Figure 1. Signal metal coverage by tile (run 1).
Drawn at 2 px/um. The die is cut into 30 by 24 equal tiles; dark blue is low, red is high, scaled to the fullest tile. Values are wire area over tile area, all layers added.
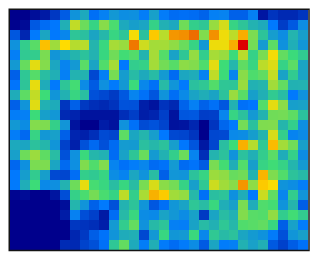
Figure 2. Sequential cells colored by netlist name (run 1).
Drawn at 4 px/um. Other sequential cells in the stronger gray, the rest of the logic in the fainter gray.
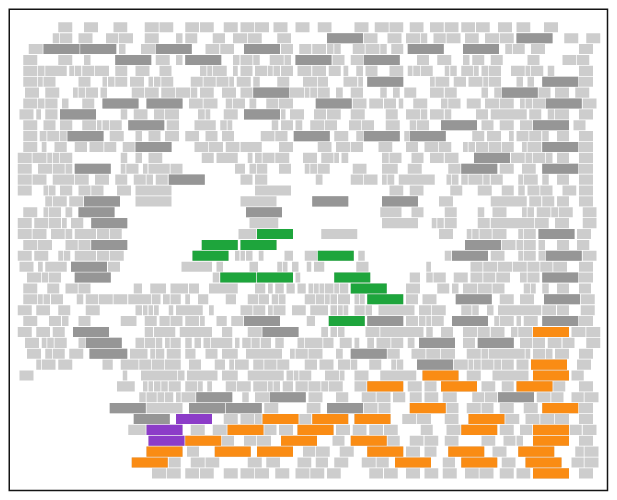
Figure 3. Routed metal, one color a layer (run 1).
Drawn at 2 px/um. Only two layers are drawn.
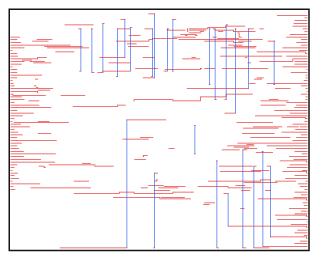
--- config.mk ---
export PLATFORM = sky130hd
export DESIGN_NAME = wb_bus_arbiter
export DESIGN_NICKNAME = d
export VERILOG_FILES = /design/src/rtl/wb_bus_arbiter_pkg.sv /design/src/rtl/wb_bus_arbiter_rr_pick.sv /design/src/rtl/wb_bus_arbiter.sv
export SDC_FILE = /design/constraint.sdc
export NUM_CORES = 1
export LEC_CHECK = 0
export ABC_CLOCK_PERIOD_IN_PS = 5200
export CORE_ASPECT_RATIO = 0.8
export CORE_MARGIN = 1.5
export CORE_UTILIZATION = 42
export DETAILED_ROUTE_END_ITERATION = 6
export PLACE_DENSITY = 0.82
export REMOVE_ABC_BUFFERS = 1
export SYNTH_ARGS = -nofsm -noshare
export SYNTH_HDL_FRONTEND = slang
export SYNTH_SLANG_ARGS = --single-unit
--- constraint.sdc ---
create_clock -name clk -period 5.2 [get_ports clk]
set_input_delay 1.3 -clock clk [delete_from_list [all_inputs] [get_ports clk]]
set_output_delay 1.3 -clock clk [all_outputs]
set_load 0.02 [all_outputs]
--- src/rtl/wb_bus_arbiter_pkg.sv ---
// Shared constants and types for the Grande_Risco5 external bus arbiter.
package grande_risco5_bus_pkg;

    // Number of requesters sharing the external Wishbone port.
    localparam int unsigned NUM_MASTERS = 3;
    // Width of a requester index.
    localparam int unsigned MST_IDX_W   = 2;

    // Requester indices.
    localparam int unsigned MST_ICACHE  = 0;
    localparam int unsigned MST_DCACHE  = 1;
    localparam int unsigned MST_PERIPH  = 2;

    // Arbiter control states.
    typedef enum logic [1:0] {
        ARB_IDLE,
        ARB_BUS,
        ARB_RESP
    } arb_state_t;

endpackage

--- src/rtl/wb_bus_arbiter_rr_pick.sv ---
// Combinational round-robin selector: first requester after 'last', with wrap.
module rr_pick #(
    parameter int unsigned NUM_MASTERS = 3,
    parameter int unsigned IDX_W       = (NUM_MASTERS > 1) ? $clog2(NUM_MASTERS) : 1
) (
    input  logic [NUM_MASTERS-1:0] req,
    input  logic [IDX_W-1:0]       last,
    output logic                   valid,
    output logic [IDX_W-1:0]       grant
);

    logic [IDX_W-1:0] sel;

    // Walk the requesters starting just after the previous winner.
    always_comb begin
        valid = 1'b0;
        grant = '0;
        sel   = '0;
        for (int unsigned off = 1; off <= NUM_MASTERS; off++) begin
            sel = IDX_W'((32'(last) + off) % NUM_MASTERS);
            if (!valid && req[sel]) begin
                valid = 1'b1;
                grant = sel;
            end
        end
    end

endmodule

--- src/rtl/wb_bus_arbiter.sv ---
// Round-robin arbiter sharing one Wishbone master port between the icache,
// dcache and uncached peripheral requesters, with a no-ack watchdog.
module wb_bus_arbiter
    import grande_risco5_bus_pkg::*;
#(
    parameter int unsigned ADDR_WIDTH     = 32,
    parameter int unsigned DATA_WIDTH     = 32,
    parameter int unsigned TIMEOUT_CYCLES = 1024
) (
    input  logic                              clk,
    input  logic                              rst,
    input  logic [NUM_MASTERS-1:0]            req_i,
    input  logic [NUM_MASTERS-1:0]            we_i,
    input  logic [NUM_MASTERS*ADDR_WIDTH-1:0] addr_i,
    input  logic [NUM_MASTERS*DATA_WIDTH-1:0] wdata_i,
    output logic [NUM_MASTERS-1:0]            rsp_o,
    output logic [DATA_WIDTH-1:0]             rdata_o,
    output logic                              err_o,
    output logic                              cyc_o,
    output logic                              stb_o,
    output logic                              we_o,
    output logic [ADDR_WIDTH-1:0]             addr_o,
    output logic [DATA_WIDTH-1:0]             data_o,
    input  logic                              ack_i,
    input  logic [DATA_WIDTH-1:0]             data_i
);

    localparam int unsigned CNT_W      = (TIMEOUT_CYCLES == 0) ? 1 : $clog2(TIMEOUT_CYCLES + 1);
    localparam logic        TIMEOUT_EN = (TIMEOUT_CYCLES != 0);
    localparam logic [CNT_W-1:0] CNT_LAST =
        (TIMEOUT_CYCLES == 0) ? '0 : CNT_W'(TIMEOUT_CYCLES - 1);

    arb_state_t             state_q, state_d;
    logic [MST_IDX_W-1:0]   grant_q, grant_d;
    logic [MST_IDX_W-1:0]   last_q,  last_d;
    logic [ADDR_WIDTH-1:0]  addr_q,  addr_d;
    logic [DATA_WIDTH-1:0]  wdata_q, wdata_d;
    logic                   we_q,    we_d;
    logic                   cyc_q,   cyc_d;
    logic [NUM_MASTERS-1:0] rsp_q,   rsp_d;
    logic [DATA_WIDTH-1:0]  rdata_q, rdata_d;
    logic                   err_q,   err_d;
    logic [CNT_W-1:0]       cnt_q,   cnt_d;

    logic                   pick_valid;
    logic [MST_IDX_W-1:0]   pick_grant;
    logic [NUM_MASTERS-1:0] we_eff;
    logic [ADDR_WIDTH-1:0]  addr_arr  [NUM_MASTERS];
    logic [DATA_WIDTH-1:0]  wdata_arr [NUM_MASTERS];

    // Unpack the per-master address/data buses.
    for (genvar k = 0; k < NUM_MASTERS; k++) begin : g_unpack
        assign addr_arr[k]  = addr_i[k*ADDR_WIDTH +: ADDR_WIDTH];
        assign wdata_arr[k] = wdata_i[k*DATA_WIDTH +: DATA_WIDTH];
    end

    // The icache is read-only; its write enable input is ignored.
    assign we_eff = {we_i[NUM_MASTERS-1:1], 1'b0};

    rr_pick #(
        .NUM_MASTERS (NUM_MASTERS),
        .IDX_W       (MST_IDX_W)
    ) u_rr_pick (
        .req   (req_i),
        .last  (last_q),
        .valid (pick_valid),
        .grant (pick_grant)
    );

    // Next-state and registered-output logic for grant, bus cycle and response.
    always_comb begin
        state_d = state_q;
        grant_d = grant_q;
        last_d  = last_q;
        addr_d  = addr_q;
        wdata_d = wdata_q;
        we_d    = we_q;
        cyc_d   = cyc_q;
        rsp_d   = '0;
        rdata_d = rdata_q;
        err_d   = 1'b0;
        cnt_d   = cnt_q;

        case (state_q)
            ARB_IDLE: begin
                if (pick_valid) begin
                    grant_d = pick_grant;
                    last_d  = pick_grant;
                    addr_d  = addr_arr[pick_grant];
                    wdata_d = wdata_arr[pick_grant];
                    we_d    = we_eff[pick_grant];
                    cyc_d   = 1'b1;
                    cnt_d   = '0;
                    state_d = ARB_BUS;
                end
            end
            ARB_BUS: begin
                if (ack_i) begin
                    cyc_d          = 1'b0;
                    we_d           = 1'b0;
                    rdata_d        = data_i;
                    rsp_d[grant_q] = 1'b1;
                    err_d          = 1'b0;
                    state_d        = ARB_RESP;
                end else if (TIMEOUT_EN && (cnt_q == CNT_LAST)) begin
                    cyc_d          = 1'b0;
                    we_d           = 1'b0;
                    rdata_d        = '0;
                    rsp_d[grant_q] = 1'b1;
                    err_d          = 1'b1;
                    state_d        = ARB_RESP;
                end else if (TIMEOUT_EN) begin
                    cnt_d = cnt_q + CNT_W'(1);
                end
            end
            ARB_RESP: begin
                state_d = ARB_IDLE;
            end
            default: begin
                state_d = ARB_IDLE;
            end
        endcase
    end

    // State register; reset leaves last grant on periph so icache wins first.
    always_ff @(posedge clk or posedge rst) begin
        if (rst) begin
            state_q <= ARB_IDLE;
            grant_q <= '0;
            last_q  <= MST_IDX_W'(MST_PERIPH);
            addr_q  <= '0;
            wdata_q <= '0;
            we_q    <= 1'b0;
            cyc_q   <= 1'b0;
            rsp_q   <= '0;
            rdata_q <= '0;
            err_q   <= 1'b0;
            cnt_q   <= '0;
        end else begin
            state_q <= state_d;
            grant_q <= grant_d;
            last_q  <= last_d;
            addr_q  <= addr_d;
            wdata_q <= wdata_d;
            we_q    <= we_d;
            cyc_q   <= cyc_d;
            rsp_q   <= rsp_d;
            rdata_q <= rdata_d;
            err_q   <= err_d;
            cnt_q   <= cnt_d;
        end
    end

    assign cyc_o   = cyc_q;
    assign stb_o   = cyc_q;
    assign we_o    = we_q;
    assign addr_o  = addr_q;
    assign data_o  = wdata_q;
    assign rsp_o   = rsp_q;
    assign rdata_o = rdata_q;
    assign err_o   = err_q;

endmodule
==> impl_metrics.env, run 1 <==
# implementation run metrics
export IMPL_worst_setup_path_startpoint="req_i[0]"
export IMPL_max_area_cell_share_pct=40.8
export IMPL_aoi_share_pct=41.1
export IMPL_final_cell_mix="sky130_fd_sc_hd__clkdlybuf4s50_1 (334), sky130_fd_sc_hd__a32oi_1 (128), sky130_fd_sc_hd__dfrtp_1 (117)"
export IMPL_yosys_stat_seqShare_pct=41.2
export IMPL_top_area_cell="sky130_fd_sc_hd__dfrtp_1"
export IMPL_stdcell_area_sq_um=11200
export IMPL_area_growth_synth_to_final_pct=55.6
export IMPL_hold_path_startpoint="grant_q[1]"
export IMPL_floorplan_die_height_um=120
export IMPL_highest_count_logic_cell_in_the_final_layout="sky130_fd_sc_hd__clkdlybuf4s50_1"
export IMPL_timing_max_transition_violations_final=0
export IMPL_drc=0
export IMPL_clock_latency_ps=420
export IMPL_drtAntennaViolNets=0
export IMPL_initial_utilization_pct=43.1
export IMPL_critical_path_startpoint_type="input port"
export IMPL_stage_log_warnings=29
export IMPL_clock_tree_from_tritoncts="built"
export IMPL_core_sq_um=16700
export IMPL_clockRootBuffer="sky130_fd_sc_hd__clkbuf_16"
export IMPL_synth_xor_xnor_area_share_pct=0.488
export IMPL_detailed_place_hpwl_um=17800
export IMPL_finalPower_mw=8.22
export IMPL_slew_of_the_pin_with_the_lowest_slew_margin_ps=1050
export IMPL_final_core_utilization_pct=67.0
export IMPL_routed_wl_um=27500
export IMPL_startpoint_of_the_lowest_slack_register_to_register_path="grant_q[0]"
export IMPL_slew_limit_headroom_pct=30.1
export IMPL_cp_required_ps=5530
export IMPL_drt_pre_antenna_iters=5
export IMPL_ys_cells=748
export IMPL_port_buffer_count=334
export IMPL_rsz0062_at_grt="no"
export IMPL_grt_first_pass_wirelength_um=41900
export IMPL_worstPathCellList="clkdlybuf4s50_1, nor3b_2, a2bb2oi_2, o221a_2, buf_4, a221oi_1, o21ai_0"
export IMPL_synth_yosys_chip_area_sq_um=7180
export IMPL_power_leakage_nw=4.30
export IMPL_main_combinational_cell_family_by_area_after_synthesis="AND-OR/OR-AND gates"
export IMPL_syn_mean_instance_area_sq_um=9.60
export IMPL_global_route_usage_total_pct=29.9
export IMPL_cp_slowest_cell="sky130_fd_sc_hd__o221a_2"
export IMPL_total_vias_in_the_final_route=8048
export IMPL_flip_flop_and_latch_count_after_synthesis=118
export IMPL_ys_warnings_count=0
export IMPL_final_setup_tns_ps=0
export IMPL_grt_antenna_before_repair=1
export IMPL_setup_reg_to_reg_worst_slack_ps=1700
export IMPL_topCellsByArea="sky130_fd_sc_hd__dfrtp_1 (41%), sky130_fd_sc_hd__a32oi_1 (16%), sky130_fd_sc_hd__a221oi_1 (6.6%)"
export IMPL_timing_rr_end="data_o[20]"
export IMPL_final_hold_worst_slack_ps=482
export IMPL_gp_congestion=0.858
export IMPL_edf_count=0
export IMPL_hp_class="flop to flop"
export IMPL_die_area_sq_um=17900
export IMPL_post_cts_repair_setup_buffers=0
export IMPL_power_per_cell_area_nw_per_um2=736
export IMPL_routed_wl_per_cell_um=21.8
export IMPL_ios=336
export IMPL_clkSlewWorstSetupHoldPaths_ps=60
export IMPL_cts_hold_fix_buffers=0
export IMPL_maximum_clock_insertion_buffer_count=2
export IMPL_vdd_ir_drop_max_mv=0.994
export IMPL_cts_num_sinks=118
export IMPL_post_synth_fa_ha_maj_area_fraction_pct=0.872
export IMPL_maximum_number_of_pins_on_one_net_before_global_route_repair=72
export IMPL_grt_ovfl_total=0
export IMPL_outcome="finished, final reports clean"
export IMPL_critical_path_capture_point_type="flop"
export IMPL_cts_resized_gates=0
export IMPL_finalHoldViolations=0
export IMPL_clock_skew_after_layout_ps=14.2
export IMPL_mux_share_pct=0.767
export IMPL_timing_max_cap_violations=0
export IMPL_fmax_mhz=257
export IMPL_critical_path_max_fanout=40
export IMPL_netlist_area_sq_um=7180
export IMPL_vias_in_the_first_global_route=7512
export IMPL_worstPathArrival_ps=4210
export IMPL_synth_simple_area_share_pct=8.51
Back to the opening pictures, Figure 1:
- emptiest ninth of the die: bottom left
- tiles over half the peak: 23%
- fullest tile: 0.71
- nearly empty tiles: 5.1%
- mean over tiles: 0.26

Back to the opening pictures, Figure 2:
- green: cnt_q (flops 11; where middle)
- purple: rsp_o (flops 3)
- orange: rdata_o (flops 32)
- not colored: 72

Back to the opening pictures, Figure 3:
- red: met3 (wire length 2550 um)
- blue: met4 (wire length 777 um)

[run 1: state kept, by name (all words and copies together), names as in the netlist, 2 cells and up]
signal,cells
cnt_q,11
grant_q,2
data_o,32
rdata_o,32
addr_o,32
rsp_o,3
state_q,2
[run 1: final cells by class]
cell class,instances,area [sq um]
clock inverters,15,193
well taps,220,275
flip-flops and latches,118,2950
inverters,12,47.5
multi-input cells,528,3740
fillers,1329,5490
repair buffers,355,3530
clock buffers,17,425
diodes,1,2.50
[run 1: worst max path at each step]
stage / cells past startpoint / end
3_5_place_dp: 7 / data_o[20]
6_report: 7 / data_o[20]
3_3_place_gp: 7 / data_o[20]
5_1_grt: 7 / data_o[20]
4_1_cts: 7 / data_o[20]
2_1_floorplan: 5 / data_o[13]
[run 1: layer usage]
| layer | wire length [um] | track usage (%) | up-vias |
|---|---|---|---|
| li1 | - | - | 3638 |
| met1 | 11200 | 39.6 | 3920 |
| met2 | 13000 | 47.6 | 440 |
| met3 | 2550 | 7.15 | 50 |
| met4 | 777 | 10.7 | 0 |
| met5 | 0 | 0 | - |
[run 1: where the power goes]
part           internal, mW  switching, mW  leakage [nW]
Clock                 0.768          0.477         0.307
Sequential             1.36          0.229          1.47
Combinational          2.12           3.26          2.52
[run 1: through the flow]
| step | std cells | worst slack (ps) |
|---|---|---|
| 2_1_floorplan | 658 | -2070 |
| 3_3_place_gp | 1233 | 1030 |
| 3_5_place_dp | 1233 | 921 |
| 4_1_cts | 1265 | 1370 |
| 5_1_grt | 1266 | 1150 |
| 6_report | 1266 | 1310 |
[run 1: worst max-delay path: cells and delay by family]
family,cells,cell delay [ps]
AND-OR/OR-AND,4,1460
AND/OR/NAND/NOR,1,380
buffers and inverters,2,1030
Figure 4. Wires at chosen ports, followed through buffers (run 1).
Drawn at 3 px/um.
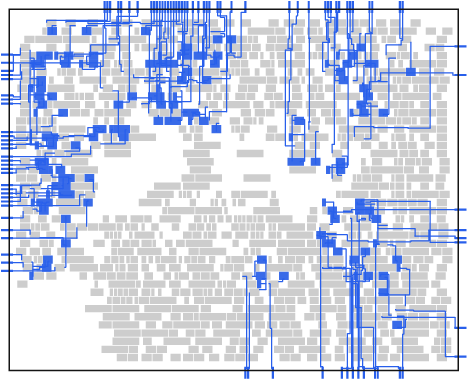

## Run 2: what changed since run 1
--- a/config.mk
+++ b/config.mk
@@ -5,12 +5,12 @@
 export SDC_FILE = /design/constraint.sdc
 export NUM_CORES = 1
 export LEC_CHECK = 0
-export ABC_CLOCK_PERIOD_IN_PS = 5200
+export ABC_CLOCK_PERIOD_IN_PS = 3100
 export CORE_ASPECT_RATIO = 0.8
 export CORE_MARGIN = 1.5
-export CORE_UTILIZATION = 42
+export CORE_UTILIZATION = 38
 export DETAILED_ROUTE_END_ITERATION = 6
-export PLACE_DENSITY = 0.82
+export PLACE_DENSITY = 0.78
 export REMOVE_ABC_BUFFERS = 1
 export SYNTH_ARGS = -nofsm -noshare
 export SYNTH_HDL_FRONTEND = slang
==> constraint.sdc (replaced) <==
create_clock -name clk -period 3.1 [get_ports clk]
set_input_delay 0.775 -clock clk [delete_from_list [all_inputs] [get_ports clk]]
set_output_delay 0.775 -clock clk [all_outputs]
set_load 0.02 [all_outputs]
Figure 5. Wires at chosen ports, followed through buffers (run 2).
Drawn at 3 px/um.
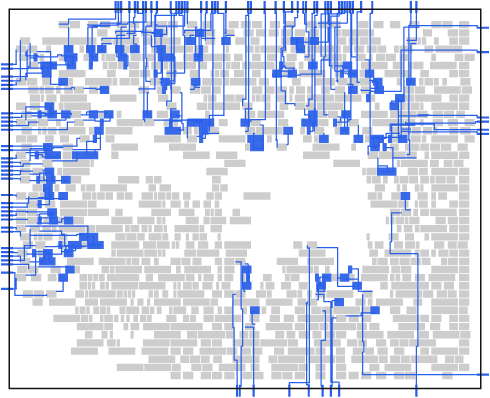
- blue: wdata_i (bits 96; direction input; end cells 128; wire 3300 um)

==> run 2 against run 1 <==
Wire length down 0.83%. Synthesized cell count unchanged. Critical path depth up 1. Largest cell class unchanged. First-iteration DRC count up 22%.
==> impl_metrics.env, run 2 <==
# implementation run metrics
export IMPL_ios=336
export IMPL_path_delay_family="AND-OR/OR-AND gates"
export IMPL_route_top_layer_used="met4"
export IMPL_power_leakage_nw=4.36
export IMPL_cts_num_sinks=118
export IMPL_crit_path_max_incr_delay_ps=530
export IMPL_power_per_cell_area_nw_per_um2=1240
export IMPL_synthFlopType="sky130_fd_sc_hd__dfrtp_1"
export IMPL_routed_wl_um=27300
export IMPL_power_frac_comb_pct=66.1
export IMPL_highest_count_logic_cell_in_the_final_layout="sky130_fd_sc_hd__clkdlybuf4s50_1"
export IMPL_final_critical_path_setup_slack_ps=282
export IMPL_hp_class="flop to flop"
export IMPL_netlist_area_sq_um=7180
export IMPL_maximum_clock_insertion_buffer_count=2
export IMPL_drive_gt1_share_pct=9.29
export IMPL_clock_tree_from_tritoncts="built"
export IMPL_slew_of_the_pin_with_the_lowest_slew_margin_ps=597
export IMPL_setup_reg_to_reg_worst_slack_ps=280
export IMPL_finalHoldViolations=0
export IMPL_core_sq_um=18300
export IMPL_yosys_top_cells_count="sky130_fd_sc_hd__a32oi_1 (128), sky130_fd_sc_hd__dfrtp_1 (117), sky130_fd_sc_hd__nand2_1 (77)"
export IMPL_edf_count=0
export IMPL_power_share_switching_pct=47.3
export IMPL_grt_first_pass_wirelength_um=42700
export IMPL_drtAntennaViolNets=0
export IMPL_port_buffer_count=334
export IMPL_clock_skew_after_layout_ps=5.80
export IMPL_gp_congestion=0.808
export IMPL_worstPathCellList="inv_1, ha_1, and3b_1, o21bai_4, o31ai_4, buf_12, nand2_1, a31oi_1"
export IMPL_detailroute_wirelength_met3_um=2310
export IMPL_synth_async_reset_ratio_pct=100
export IMPL_critical_path_max_fanout=52
export IMPL_cp_slowest_cell="sky130_fd_sc_hd__ha_1"
export IMPL_outcome="finished, final reports clean"
export IMPL_power_frac_seq_pct=19.0
export IMPL_rsz0062_at_grt="no"
export IMPL_ys_cells=748
export IMPL_wl_met2_um=12600
export IMPL_area_growth_synth_to_final_pct=58.3
export IMPL_final_cell_mix="sky130_fd_sc_hd__clkdlybuf4s50_1 (334), sky130_fd_sc_hd__a32oi_1 (128), sky130_fd_sc_hd__dfrtp_1 (117)"
export IMPL_critical_path_capture_point_type="flop"
export IMPL_timing_critical_path_buf_inv=2
export IMPL_critical_path_startpoint_type="flop"
export IMPL_place_ws_ps=126
export IMPL_drc=0
export IMPL_global_route_usage_total_pct=27.6
export IMPL_top_usage_layer="met2"
export IMPL_grt_ovfl_total=0
export IMPL_drt_pre_antenna_iters=5
export IMPL_yosys_stat_seqShare_pct=41.2
export IMPL_routed_wl_per_cell_um=20.9
export IMPL_n_antenna_cell=0
export IMPL_clkSlewWorstSetupHoldPaths_ps=60
export IMPL_maximum_number_of_pins_on_one_net_before_global_route_repair=53
export IMPL_switchingPower_mw=6.66
export IMPL_period_used_pct=90.9
export IMPL_clockRootBuffer="sky130_fd_sc_hd__clkbuf_16"
export IMPL_fmax_mhz=355
export IMPL_timing_max_transition_violations_final=0
export IMPL_grt_antenna_before_repair=0
export IMPL_worstPathArrival_ps=3150
export IMPL_number_of_buffers_created_by_cts=17
export IMPL_setup_worst_path_class="flop to flop"
export IMPL_vdd_ir_drop_max_mv=0.980
export IMPL_clock_latency_ps=420
export IMPL_vias_in_the_first_global_route=7865
export IMPL_power_share_clock_pct=14.9
export IMPL_cell_internal_pwr_mw=7.41
export IMPL_flip_flop_and_latch_count_after_synthesis=118
export IMPL_num_rows=44
export IMPL_final_hold_worst_slack_ps=494
export IMPL_topCellsByArea="sky130_fd_sc_hd__dfrtp_1 (41%), sky130_fd_sc_hd__a32oi_1 (16%), sky130_fd_sc_hd__a221oi_1 (6.6%)"
export IMPL_final_core_utilization_pct=62.0
export IMPL_stage_log_warnings=29
export IMPL_syn_mean_instance_area_sq_um=9.60
export IMPL_ys_warnings_count=0
export IMPL_max_area_cell_share_pct=40.8
export IMPL_use_met1_pct=35.3
export IMPL_slew_limit_headroom_pct=60.2
export IMPL_globalRouteMet3Util_pct=7.47
export IMPL_route_layer_met1_wl_um=11200
export IMPL_cp_required_ps=3440
export IMPL_timing_max_cap_violations=0
export IMPL_top_area_cell="sky130_fd_sc_hd__dfrtp_1"
export IMPL_die_area_sq_um=19700
export IMPL_initial_utilization_pct=39.2
export IMPL_via_per_inst=6.16
export IMPL_cts_hold_fix_buffers=0
export IMPL_synth_yosys_chip_area_sq_um=7180
export IMPL_die_width_um=157
export IMPL_cts_resized_gates=0
export IMPL_detailed_place_hpwl_um=18300
export IMPL_groute_layer_met2_usage_pct=43.0
export IMPL_floorplan_die_height_um=126
export IMPL_post_cts_repair_setup_buffers=0
export IMPL_total_vias_in_the_final_route=8063
Figure 6. Routed metal, one color a layer (run 2).
Drawn at 2 px/um. Only two layers are drawn.
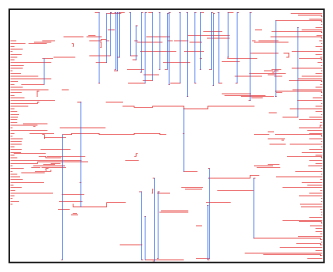
- blue: met4 (wire length 1210 um)
- red: met3 (wire length 2310 um)

[run 2: area by class of cell]
class                           count  area, sq um
Inverter                           12         47.5
Fill cell                        1524         6970
Timing Repair Buffer              365         3690
Tap cell                          253          317
Clock inverter                     15          190
Clock buffer                       17          425
Sequential cell                   118         2950
Multi-Input combinational cell    528         3740
[run 2: power by group through the flow]
stage | sequential (mW) | combinational, mW | clock, mW
2_1_floorplan | 3.43 | 4.53 | 0
3_3_place_gp | 2.66 | 9.10 | 0
3_5_place_dp | 2.68 | 9.26 | 0
4_1_cts | 2.67 | 9.27 | 2.12
5_1_grt | 2.75 | 10.0 | 2.19
6_report | 2.67 | 9.30 | 2.09
[run 2: final timing paths]
check	startpoint	endpoint	cells after the start
worst max-delay path	grant_q[0]	cnt_q[5]	8
worst min-delay path	rdata_o[3]	rdata_o[3]	1
worst max register to register	grant_q[0]	cnt_q[5]	8
worst min register to register	rdata_o[3]	rdata_o[3]	1
max in group asynchronous	rst	last_q[1]	3
min in group asynchronous	rst	rdata_o[21]	2
[run 2: through the flow]
step,TNS (ps),power [mW],instances,cell area [sq um]
after floorplan,-343830,7.95,658,6710
after global placement,0,11.8,1276,10700
after detailed placement,0,11.9,1276,10700
after CTS,0,14.1,1308,11400
after global routing,0,15.0,1308,11400
final,0,14.1,1308,11400
[run 2: cells by family (layout without fill, tap and decap cells)]
group | count (synthesis) | after routing | synth area share, %
muxes | 4 | 4 | 0.767
AOI/OAI and AO/OA | 386 | 386 | 41.1
and+or+nand+nor | 129 | 129 | 8.51
buffers and inverters | 102 | 409 | 7.09
xor gates and xnor gates | 4 | 4 | 0.488
DFF | 118 | 118 | 41.2
adders and majority gates | 5 | 5 | 0.872
## Run 3: what changed since run 2
--- a/config.mk
+++ b/config.mk
@@ -12,6 +12,7 @@
 export DETAILED_ROUTE_END_ITERATION = 6
 export PLACE_DENSITY = 0.78
 export REMOVE_ABC_BUFFERS = 1
+export SLEW_MARGIN = 15
 export SYNTH_ARGS = -nofsm -noshare
 export SYNTH_HDL_FRONTEND = slang
 export SYNTH_SLANG_ARGS = --single-unit
Figure 7. Sequential cells colored by netlist name (run 3).
Drawn at 4 px/um. Other sequential cells in the stronger gray, the rest of the logic in the fainter gray.
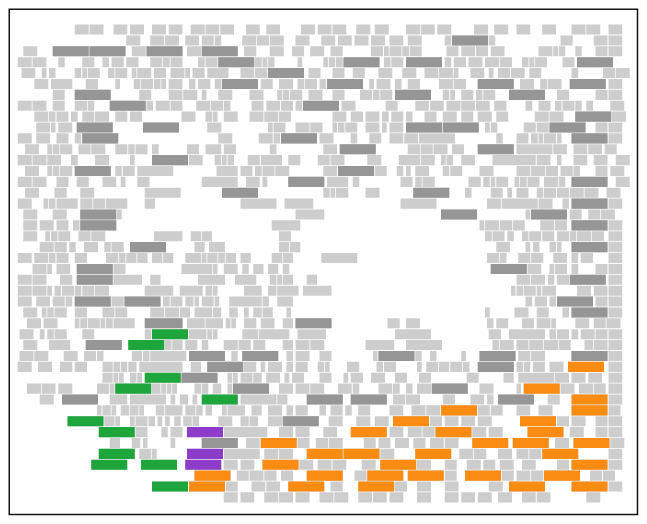
- orange: rdata_o (flops 32)
- green: cnt_q (flops 11; where bottom left)
- purple: rsp_o (flops 3)
- not colored: 72

Figure 8. Signal metal coverage by tile (run 3).
Drawn at 2 px/um. The die is cut into 31 by 25 equal tiles; dark blue is low, red is high, scaled to the fullest tile. Values are wire area over tile area, all layers added.
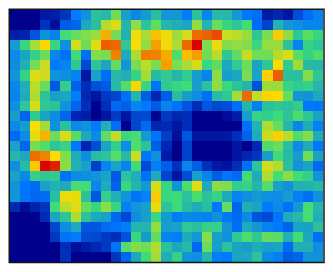
- densest ninth of the die: top middle
- tiles over half the peak: 25%
- mean over tiles: 0.23
- nearly empty tiles: 7.0%

==> run 3 against run 2 <==
Via count is the same. Global-route usage unchanged. Clock power about the same. Critical path depth unchanged. Sequential share of layout area did not move. Largest power group unchanged. Register-to-register slack hardly changed. Sequential cell count is the same.
==> impl_metrics.env, run 3 <==
# implementation run metrics
export IMPL_outcome="finished, final reports clean"
export IMPL_gp_congestion=0.808
export IMPL_drtAntennaViolNets=0
export IMPL_die_area_sq_um=19700
export IMPL_critical_path_max_fanout=52
export IMPL_flip_flop_and_latch_count_after_synthesis=118
export IMPL_nWellTaps=253
export IMPL_number_of_buffers_created_by_cts=17
export IMPL_grt_first_pass_wirelength_um=42700
export IMPL_final_seq_area_sq_um=2950
export IMPL_post_synth_fa_ha_maj_area_fraction_pct=0.872
export IMPL_stdcell_area_sq_um=11400
export IMPL_period_used_pct=90.9
export IMPL_syn_mean_instance_area_sq_um=9.60
export IMPL_synth_xor_xnor_area_share_pct=0.488
export IMPL_power_leakage_nw=4.36
export IMPL_timing_max_cap_violations=0
export IMPL_clock_latency_ps=420
export IMPL_post_cts_repair_setup_buffers=0
export IMPL_max_area_cell_share_pct=40.8
export IMPL_detail_route_iter0_violations=731
export IMPL_rsz0062_at_grt="no"
export IMPL_synth_yosys_chip_area_sq_um=7180
export IMPL_power_per_cell_area_nw_per_um2=1240
export IMPL_top_area_cell="sky130_fd_sc_hd__dfrtp_1"
export IMPL_nonClkBufAreaFrac_pct=32.5
export IMPL_cp_required_ps=3440
export IMPL_worstPathArrival_ps=3150
export IMPL_largestClassByArea="logic gates"
export IMPL_critPathCapture="cnt_q[5]"
export IMPL_cts_num_sinks=118
export IMPL_netlist_area_sq_um=7180
export IMPL_final_critical_path_time_including_i_o_delays_and_setup_ps=2820
export IMPL_nets=1280
export IMPL_port_buffer_count=334
export IMPL_final_cell_mix="sky130_fd_sc_hd__clkdlybuf4s50_1 (334), sky130_fd_sc_hd__a32oi_1 (128), sky130_fd_sc_hd__dfrtp_1 (117)"
export IMPL_stage_log_warnings=29
export IMPL_setup_worst_path_class="flop to flop"
export IMPL_clkSlewWorstSetupHoldPaths_ps=60
export IMPL_initial_utilization_pct=39.2
export IMPL_detailed_place_hpwl_um=18300
export IMPL_num_multi_input_gates=528
export IMPL_vdd_ir_drop_max_mv=0.980
export IMPL_ys_warnings_count=0
export IMPL_synth_simple_area_share_pct=8.51
export IMPL_cts_htree_levels=4
export IMPL_finalHoldViolations=0
export IMPL_timing_rr_end="cnt_q[5]"
export IMPL_critical_path_startpoint_type="flop"
export IMPL_yosys_stat_seqShare_pct=41.2
export IMPL_mux_share_pct=0.767
export IMPL_critical_path_capture_point_type="flop"
export IMPL_synth_cell_type_count=56
export IMPL_finalPower_mw=14.1
export IMPL_place_ws_ps=126
export IMPL_clockRootBuffer="sky130_fd_sc_hd__clkbuf_16"
export IMPL_aoi_share_pct=41.1
export IMPL_depth_of_the_worst_register_to_register_path=8
export IMPL_yosys_top_cells_count="sky130_fd_sc_hd__a32oi_1 (128), sky130_fd_sc_hd__dfrtp_1 (117), sky130_fd_sc_hd__nand2_1 (77)"
export IMPL_routed_wl_per_cell_um=20.9
export IMPL_number_of_instances_in_the_synthesized_netlist=748
export IMPL_cts_hold_fix_buffers=0
export IMPL_topCellsByArea="sky130_fd_sc_hd__dfrtp_1 (41%), sky130_fd_sc_hd__a32oi_1 (16%), sky130_fd_sc_hd__a221oi_1 (6.6%)"
export IMPL_final_clk_cell_share_pct=5.42
export IMPL_synthFlopType="sky130_fd_sc_hd__dfrtp_1"
export IMPL_global_route_usage_total_pct=27.6
export IMPL_buffers_excl_clock=365
export IMPL_nNonClkInverters=12
export IMPL_cts_resized_gates=0
export IMPL_synth_async_reset_ratio_pct=100
export IMPL_edf_count=0
export IMPL_dp_cells=1276
export IMPL_num_fill_cells=1524
export IMPL_startpoint_of_the_lowest_slack_register_to_register_path="grant_q[0]"
export IMPL_num_rows=44
export IMPL_maximum_clock_insertion_buffer_count=2
export IMPL_vias_in_the_first_global_route=7865
export IMPL_total_vias_in_the_final_route=8063
export IMPL_grt_ovfl_total=0
export IMPL_n_antenna_cell=0
export IMPL_post_synth_top_count_cell="sky130_fd_sc_hd__a32oi_1"
export IMPL_main_combinational_cell_family_by_area_after_synthesis="AND-OR/OR-AND gates"
export IMPL_final_critical_path_setup_slack_ps=282
export IMPL_fmax_mhz=355
export IMPL_core_sq_um=18300
export IMPL_ys_cells=748
export IMPL_final_cells=1308
export IMPL_area_share_sequential_pct=26.0
export IMPL_die_width_um=157
export IMPL_slew_of_the_pin_with_the_lowest_slew_margin_ps=597
export IMPL_hp_class="flop to flop"
export IMPL_design_seq_count=118
export IMPL_via_per_inst=6.16
export IMPL_drc=0
export IMPL_final_clkbuf_count=17
export IMPL_highest_count_logic_cell_in_the_final_layout="sky130_fd_sc_hd__clkdlybuf4s50_1"
export IMPL_slew_limit_headroom_pct=60.2
export IMPL_floorplan_die_height_um=126
export IMPL_worst_setup_path_startpoint="grant_q[0]"
export IMPL_clock_tree_from_tritoncts="built"
export IMPL_grt_antenna_before_repair=0
export IMPL_area_growth_synth_to_final_pct=58.3
export IMPL_routed_wl_um=27300
export IMPL_timing_max_transition_violations_final=0
export IMPL_ios=336
export IMPL_final_report_setup_violation_count=0
export IMPL_drive_gt1_share_pct=9.29
export IMPL_comb_area_share_pct=32.9
export IMPL_maximum_number_of_pins_on_one_net_before_global_route_repair=53
export IMPL_placed_area_sq_um=10700
export IMPL_clock_skew_after_layout_ps=5.80
export IMPL_setup_reg_to_reg_worst_slack_ps=280
export IMPL_drt_pre_antenna_iters=5
export IMPL_multi_input_comb_area_sq_um=3740
-- run 3: worst min path at each step --
stage | depth (start not counted) | start | slack, ps | end
final | 1 | rdata_o[3] | 490 | rdata_o[3]
after floorplan | 1 | grant_q[1] | 450 | rsp_o[0]
after detailed placement | 2 | data_o[14] | 480 | data_o[14]
after global routing | 1 | rdata_o[3] | 510 | rdata_o[3]
after global placement | 1 | grant_q[1] | 480 | rsp_o[1]
after CTS | 2 | data_o[14] | 490 | data_o[14]
-- run 3: layer usage --
layer	global-route usage (%)	up-vias	wire, um
met2	43.0	438	12600
met4	13.9	0	1210
met3	7.47	76	2310
met5	0	-	0
li1	-	3646	-
met1	35.3	3903	11200
-- run 3: per-stage QoR --
stage          util [%]  hold slack, ps  TNS, ps
3_3_place_gp       58.6             477        0
3_5_place_dp       58.6             479        0
5_1_grt            62.0             506        0
4_1_cts            62.0             495        0
2_1_floorplan         -             447  -343830
6_report           62.0             494        0
-- run 3: critical path: stages, from the launching register on --
cell	delay [ps]
sky130_fd_sc_hd__dfrtp_1	400
sky130_fd_sc_hd__inv_1	110
sky130_fd_sc_hd__ha_1	530
sky130_fd_sc_hd__and3b_1	340
sky130_fd_sc_hd__o21bai_4	240
sky130_fd_sc_hd__o31ai_4	380
sky130_fd_sc_hd__buf_12	310
sky130_fd_sc_hd__nand2_1	200
sky130_fd_sc_hd__a31oi_1	210
-- run 3: where the power goes --
part / internal (mW) / leakage, nW / total, mW / switching [mW]
clock network: 1.28 / 0.294 / 2.09 / 0.805
registers: 2.29 / 1.47 / 2.67 / 0.386
logic: 3.83 / 2.60 / 9.30 / 5.47
No activity file was given, so power comes from the tool's default toggle rates.
